### Congestion heat map

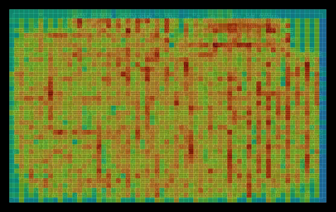
### Metal layers overlaid

Bar = 100 um.
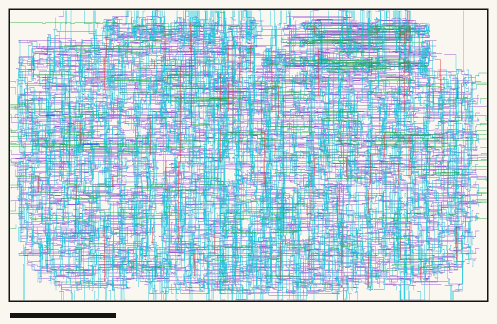
### Zoomed window

Bar = 5 um. Region (216, 182) to (236, 202) um. Cells in grey, sequential cells in the stronger grey; small squares are vias.
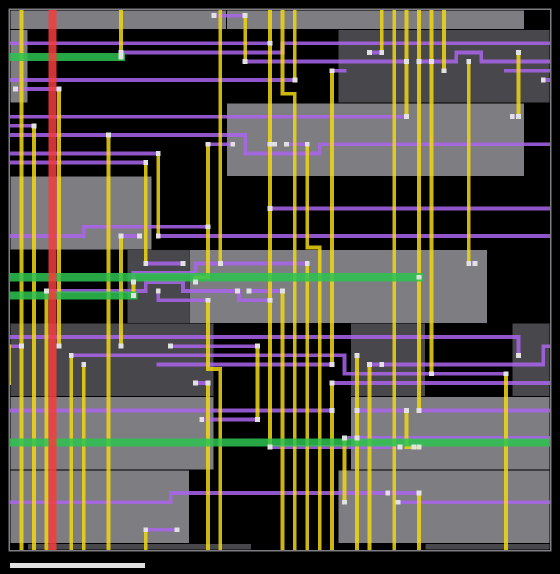
### Sequential cells grouped by signal name

Bar = 100 um.
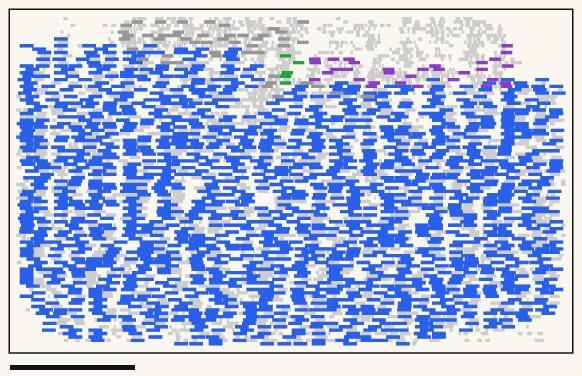
### src/rtl/cms_pkg.sv
// Shared constants, register map and instruction classifier for the trace packetizer.
package cms_pkg;

  localparam logic [6:0]  OP_BRANCH = 7'b1100011;
  localparam logic [6:0]  OP_JAL    = 7'b1101111;
  localparam logic [6:0]  OP_JALR   = 7'b1100111;
  localparam logic [31:0] WFI_INSTR = 32'h10500073;

  localparam int unsigned CLS_BRANCH  = 0;
  localparam int unsigned CLS_JAL     = 1;
  localparam int unsigned CLS_JALR    = 2;
  localparam int unsigned CLS_WFI     = 3;
  localparam int unsigned CLS_OTHER   = 4;
  localparam int unsigned NUM_CLASSES = 5;

  localparam int unsigned REG_FILTER_MASK = 32'h01;
  localparam int unsigned REG_OVF_MODE    = 32'h02;
  localparam int unsigned REG_CLEAR       = 32'h03;

  typedef enum logic {
    OVF_DROP  = 1'b0,
    OVF_STALL = 1'b1
  } ovf_mode_e;

  // One-hot class vector; exactly one bit is set for any instruction.
  function automatic logic [NUM_CLASSES-1:0] instr_class(input logic [31:0] instr);
    logic [NUM_CLASSES-1:0] c;
    c = '0;
    if (instr[6:0] == OP_BRANCH)    c[CLS_BRANCH] = 1'b1;
    else if (instr[6:0] == OP_JAL)  c[CLS_JAL]    = 1'b1;
    else if (instr[6:0] == OP_JALR) c[CLS_JALR]   = 1'b1;
    else if (instr == WFI_INSTR)    c[CLS_WFI]    = 1'b1;
    else                            c[CLS_OTHER]  = 1'b1;
    return c;
  endfunction

endpackage

### src/rtl/cms_sync_fifo.sv
// First-word-fall-through synchronous FIFO; accepts a push while full if a pop happens in the same cycle.
module cms_sync_fifo #(
  parameter  int unsigned WIDTH = 96,
  parameter  int unsigned DEPTH = 16,
  localparam int unsigned AW    = $clog2(DEPTH)
) (
  input  logic             clk,
  input  logic             rst_n,
  input  logic             push,
  input  logic [WIDTH-1:0] din,
  input  logic             pop,
  output logic [WIDTH-1:0] dout,
  output logic             full,
  output logic             empty,
  output logic [AW:0]      count
);

  logic [WIDTH-1:0] mem [DEPTH];
  logic [AW-1:0]    rd_ptr;
  logic [AW-1:0]    wr_ptr;
  logic             do_push;
  logic             do_pop;

  assign full    = (count == (AW+1)'(DEPTH));
  assign empty   = (count == '0);
  assign do_pop  = pop & ~empty;
  assign do_push = push & (~full | do_pop);
  // Gated so the head reads as zero while empty.
  assign dout    = empty ? '0 : mem[rd_ptr];

  always_ff @(posedge clk) begin
    if (do_push) mem[wr_ptr] <= din;
  end

  always_ff @(posedge clk or negedge rst_n) begin
    if (!rst_n) begin
      rd_ptr <= '0;
      wr_ptr <= '0;
      count  <= '0;
    end else begin
      if (do_push) wr_ptr <= wr_ptr + AW'(1);
      if (do_pop)  rd_ptr <= rd_ptr + AW'(1);
      case ({do_push, do_pop})
        2'b10:   count <= count + (AW+1)'(1);
        2'b01:   count <= count - (AW+1)'(1);
        default: count <= count;
      endcase
    end
  end

endmodule

### src/rtl/cms_trace_packetizer.sv
// Filters the retired pc/instr stream by class, buffers it and emits AXI-Stream beats with periodic tlast.
module cms_trace_packetizer
  import cms_pkg::*;
#(
  parameter int unsigned XLEN                                = 64,
  parameter int unsigned AXI_DATA_WIDTH                      = XLEN + 32,
  parameter int unsigned FIFO_DEPTH                          = 16,
  parameter int unsigned CTRL_ADDR_WIDTH                     = 8,
  parameter int unsigned CTRL_DATA_WIDTH                     = 64,
  parameter int unsigned CTRL_WRITE_ENABLE_POSEDGE_TRIGGERED = 1
) (
  input  logic                       clk,
  input  logic                       rst_n,
  input  logic [31:0]                instr,
  input  logic [XLEN-1:0]            pc,
  input  logic                       pc_valid,
  input  logic                       en,
  output logic                       M_AXIS_tvalid,
  input  logic                       M_AXIS_tready,
  output logic [AXI_DATA_WIDTH-1:0]  M_AXIS_tdata,
  output logic                       M_AXIS_tlast,
  input  logic [31:0]                tlast_interval,
  input  logic [CTRL_ADDR_WIDTH-1:0] ctrl_addr,
  input  logic [CTRL_DATA_WIDTH-1:0] ctrl_wdata,
  input  logic                       ctrl_write_enable,
  output logic                       halt_cpu,
  output logic [31:0]                drop_count
);

  localparam int unsigned CW        = $clog2(FIFO_DEPTH) + 1;
  localparam bit          EDGE_MODE = (CTRL_WRITE_ENABLE_POSEDGE_TRIGGERED != 0);

  logic                   ctrl_we_q;
  logic                   we_pulse;
  logic                   wr_mask;
  logic                   wr_mode;
  logic                   wr_clear;
  logic [NUM_CLASSES-1:0] filter_mask;
  ovf_mode_e              ovf_mode;
  ovf_mode_e              ovf_mode_d;
  logic                   capture;
  logic                   pop;
  logic                   drop;
  logic                   fifo_full;
  logic                   fifo_empty;
  logic [CW-1:0]          fifo_count;
  logic [31:0]            beat_cnt;
  logic                   tlast_hit;
  logic                   unused_wdata;

  assign we_pulse     = EDGE_MODE ? (ctrl_write_enable & ~ctrl_we_q) : ctrl_write_enable;
  assign wr_mask      = we_pulse & (ctrl_addr == CTRL_ADDR_WIDTH'(REG_FILTER_MASK));
  assign wr_mode      = we_pulse & (ctrl_addr == CTRL_ADDR_WIDTH'(REG_OVF_MODE));
  assign wr_clear     = we_pulse & (ctrl_addr == CTRL_ADDR_WIDTH'(REG_CLEAR));
  assign unused_wdata = ^ctrl_wdata[CTRL_DATA_WIDTH-1:NUM_CLASSES];

  assign capture = pc_valid & en & |(filter_mask & instr_class(instr));
  assign pop     = M_AXIS_tvalid & M_AXIS_tready;
  assign drop    = capture & fifo_full & ~pop;

  assign M_AXIS_tvalid = ~fifo_empty;
  assign tlast_hit     = (tlast_interval <= 32'd1) || (beat_cnt == tlast_interval - 32'd1);
  assign M_AXIS_tlast  = M_AXIS_tvalid & tlast_hit;

  // Halt looks at the post-write mode so clearing stall mode releases the CPU on the next edge.
  always_comb begin
    ovf_mode_d = ovf_mode;
    if (wr_mode) ovf_mode_d = ovf_mode_e'(ctrl_wdata[0]);
  end

  cms_sync_fifo #(
    .WIDTH (AXI_DATA_WIDTH),
    .DEPTH (FIFO_DEPTH)
  ) u_fifo (
    .clk   (clk),
    .rst_n (rst_n),
    .push  (capture),
    .din   ({instr, pc}),
    .pop   (pop),
    .dout  (M_AXIS_tdata),
    .full  (fifo_full),
    .empty (fifo_empty),
    .count (fifo_count)
  );

  always_ff @(posedge clk or negedge rst_n) begin
    if (!rst_n) begin
      ctrl_we_q   <= 1'b0;
      filter_mask <= '1;
      ovf_mode    <= OVF_DROP;
      halt_cpu    <= 1'b0;
    end else begin
      ctrl_we_q <= ctrl_write_enable;
      if (wr_mask) filter_mask <= ctrl_wdata[NUM_CLASSES-1:0];
      ovf_mode <= ovf_mode_d;
      halt_cpu <= (ovf_mode_d == OVF_STALL) && (fifo_count >= CW'(FIFO_DEPTH - 1));
    end
  end

  always_ff @(posedge clk or negedge rst_n) begin
    if (!rst_n) begin
      beat_cnt   <= '0;
      drop_count <= '0;
    end else begin
      if (wr_clear)  beat_cnt <= '0;
      else if (pop)  beat_cnt <= tlast_hit ? '0 : beat_cnt + 32'd1;
      if (wr_clear)  drop_count <= '0;
      else if (drop && drop_count != '1) drop_count <= drop_count + 32'd1;
    end
  end

endmodule
### config.mk
export PLATFORM = sky130hd
export DESIGN_NAME = cms_trace_packetizer
export DESIGN_NICKNAME = d
export VERILOG_FILES = /design/src/rtl/cms_pkg.sv /design/src/rtl/cms_sync_fifo.sv /design/src/rtl/cms_trace_packetizer.sv
export SDC_FILE = /design/constraint.sdc
export NUM_CORES = 2
export LEC_CHECK = 0
export CORE_ASPECT_RATIO = 0.6
export CORE_MARGIN = 5
export CORE_UTILIZATION = 55
export DETAILED_ROUTE_END_ITERATION = 10
export PLACE_DENSITY_LB_ADDON = 0.12
export SETUP_SLACK_MARGIN = 0.3
export SLEW_MARGIN = 20
export SYNTH_ARGS = -nofsm -noshare
export SYNTH_HDL_FRONTEND = slang
export SYNTH_SLANG_ARGS = --single-unit
### constraint.sdc
create_clock -name clk -period 27.4 [get_ports clk]
set_input_delay 5.48 -clock clk [delete_from_list [all_inputs] [get_ports clk]]
set_output_delay 5.48 -clock clk [all_outputs]
set_load 0.03 [all_outputs]
==> results.yml <==
# generated from flow reports
status:
  status: "finished, final reports clean"
clock_tree:
  cts.sinks: 1621
  cts_resized: 0
worst_setup_path:
  worst_ep_required_time_ps: 21920
  cp-end-kind: "primary output"
  cp_slowest_stage_delay_ps: 780
  r2r-end: "u_fifo.mem[4][32]"
  path_cells: "clkdlybuf4s50_1, nor4_2, and4_1, nand3_1, xnor2_1, nand4_1, nor4b_2, a21oi_4, buf_4, a21oi_1, clkdlybuf4s50_1"
  crit_fanout: 47
logic_synthesis:
  edf_count: 1536
  yosysTopAreaCell: "edfxtp_1"
  ys.flops: 1621
  xor_share_pct: 1.15
  synth.logic.top_family: "multiplexers"
  synth-compound-area-share_pct: 1.05
  syn_area_per_cell_um2: 21.5
  simple_gate_area_share_pct: 4.41
cells_and_area:
  design_area_um2: 73500
  nNetsFinal: 3529
  final-instance-count-excl-fill: 4971
  final_core_util_pct: 63.2
  area_delta_synth_final_pct: 14.3
  nonClkBufAreaFrac_pct: 4.40
  seq_area_um2: 48300
final_timing:
  rsz0062_at_grt: "false"
  relSlewSlack_pct: 23.6
  finalHoldViolations: 0
  fin_tns_setup_ps: 0
routing:
  antenna_left: 0
  vias_per_cell: 6.35
die:
  die_area_um2: 124000
  die_y_um: 275
power_and_ir_drop:
  p_leak_nw: 23.1
  p_per_area_nw_per_um2: 93.7
worst_hold_path:
  min_path_cells: 1
-- 'Congestion heat map' (at the start) --
global routing usage on met3: 4.08%
GRT Total Usage: 24.2%

-- 'Metal layers overlaid' (at the start) --
layer	colour	wire length
metal 2	cyan	73.6 mm
metal 5	blue	21.2 um
metal 1	purple	62.6 mm
metal 3	green	9,840 um
metal 4	red	2,770 um

-- 'Zoomed window' (at the start) --
layer	colour
metal 4	red
metal 2	yellow
metal 1	purple
metal 3	green
cells with their middle in the window	11
sequential cells in the window	6
netlist names of flops here include	`u_fifo.mem` (6)
most frequent	edfxtp_1 (6), mux4_2 (2), buf_4 (2)

-- 'Sequential cells grouped by signal name' (at the start) --
name in the netlist	colour	flops
`u_fifo.mem`	blue	1,536
`beat_cnt`	purple	32
`u_fifo.count`	green	5

power by group:
| part | internal (mW) | leakage [nW] | switching (mW) | total (mW) |
|---|---|---|---|---|
| Combinational | 1.06 | 5.93 | 1.03 | 2.09 |
| Clock | 1.10 | 2.24 | 0.886 | 1.99 |
| Sequential | 2.72 | 14.9 | 0.0833 | 2.81 |
| Total | 4.89 | 23.1 | 2.00 | 6.89 |
flip-flops by register name, indices dropped and copies added (netlist names):
register and cells:
ctrl_we_q 1, u_fifo.rd_ptr 4, u_fifo.mem 1536, halt_cpu 1, filter_mask 5, ovf_mode 1, u_fifo.count 5, beat_cnt 32
u_fifo.wr_ptr 4, drop_count 32
logic make-up (layout without fill, tap and decap cells):
family | after synthesis | count (layout)
flip-flops | 1621 | 1621
AND/OR/NAND/NOR | 510 | 510
multiplexers | 492 | 492
buffers and inverters | 170 | 609
AND-OR/OR-AND | 102 | 102
XOR/XNOR | 83 | 83
adder cells (fa/ha/maj) | 13 | 13
other | 0 | 7
how the worst max path moves through the flow:
| stage | start | endpoint | slack [ps] | cells past startpoint |
|---|---|---|---|---|
| 5_1_grt | tlast_interval[5] | M_AXIS_tlast | 11430 | 11 |
| 4_1_cts | tlast_interval[5] | M_AXIS_tlast | 11820 | 11 |
| 2_1_floorplan | instr[31] | u_fifo.mem[11][0] | 12380 | 8 |
| 3_3_place_gp | tlast_interval[5] | M_AXIS_tlast | 11800 | 11 |
| 6_report | tlast_interval[5] | M_AXIS_tlast | 11650 | 11 |
| 3_5_place_dp | tlast_interval[5] | M_AXIS_tlast | 11830 | 11 |
layer usage:
metal / routed length (um) / track usage, % / up-vias
met2: 73600 / 39.0 / 1212
met1: 62600 / 35.1 / 17000
met5: 21 / 0 / -
li1: - / - / 13200
met3: 9840 / 4.08 / 206
met4: 2770 / 6.38 / 4
No activity file was given, so power comes from the tool's default toggle rates.
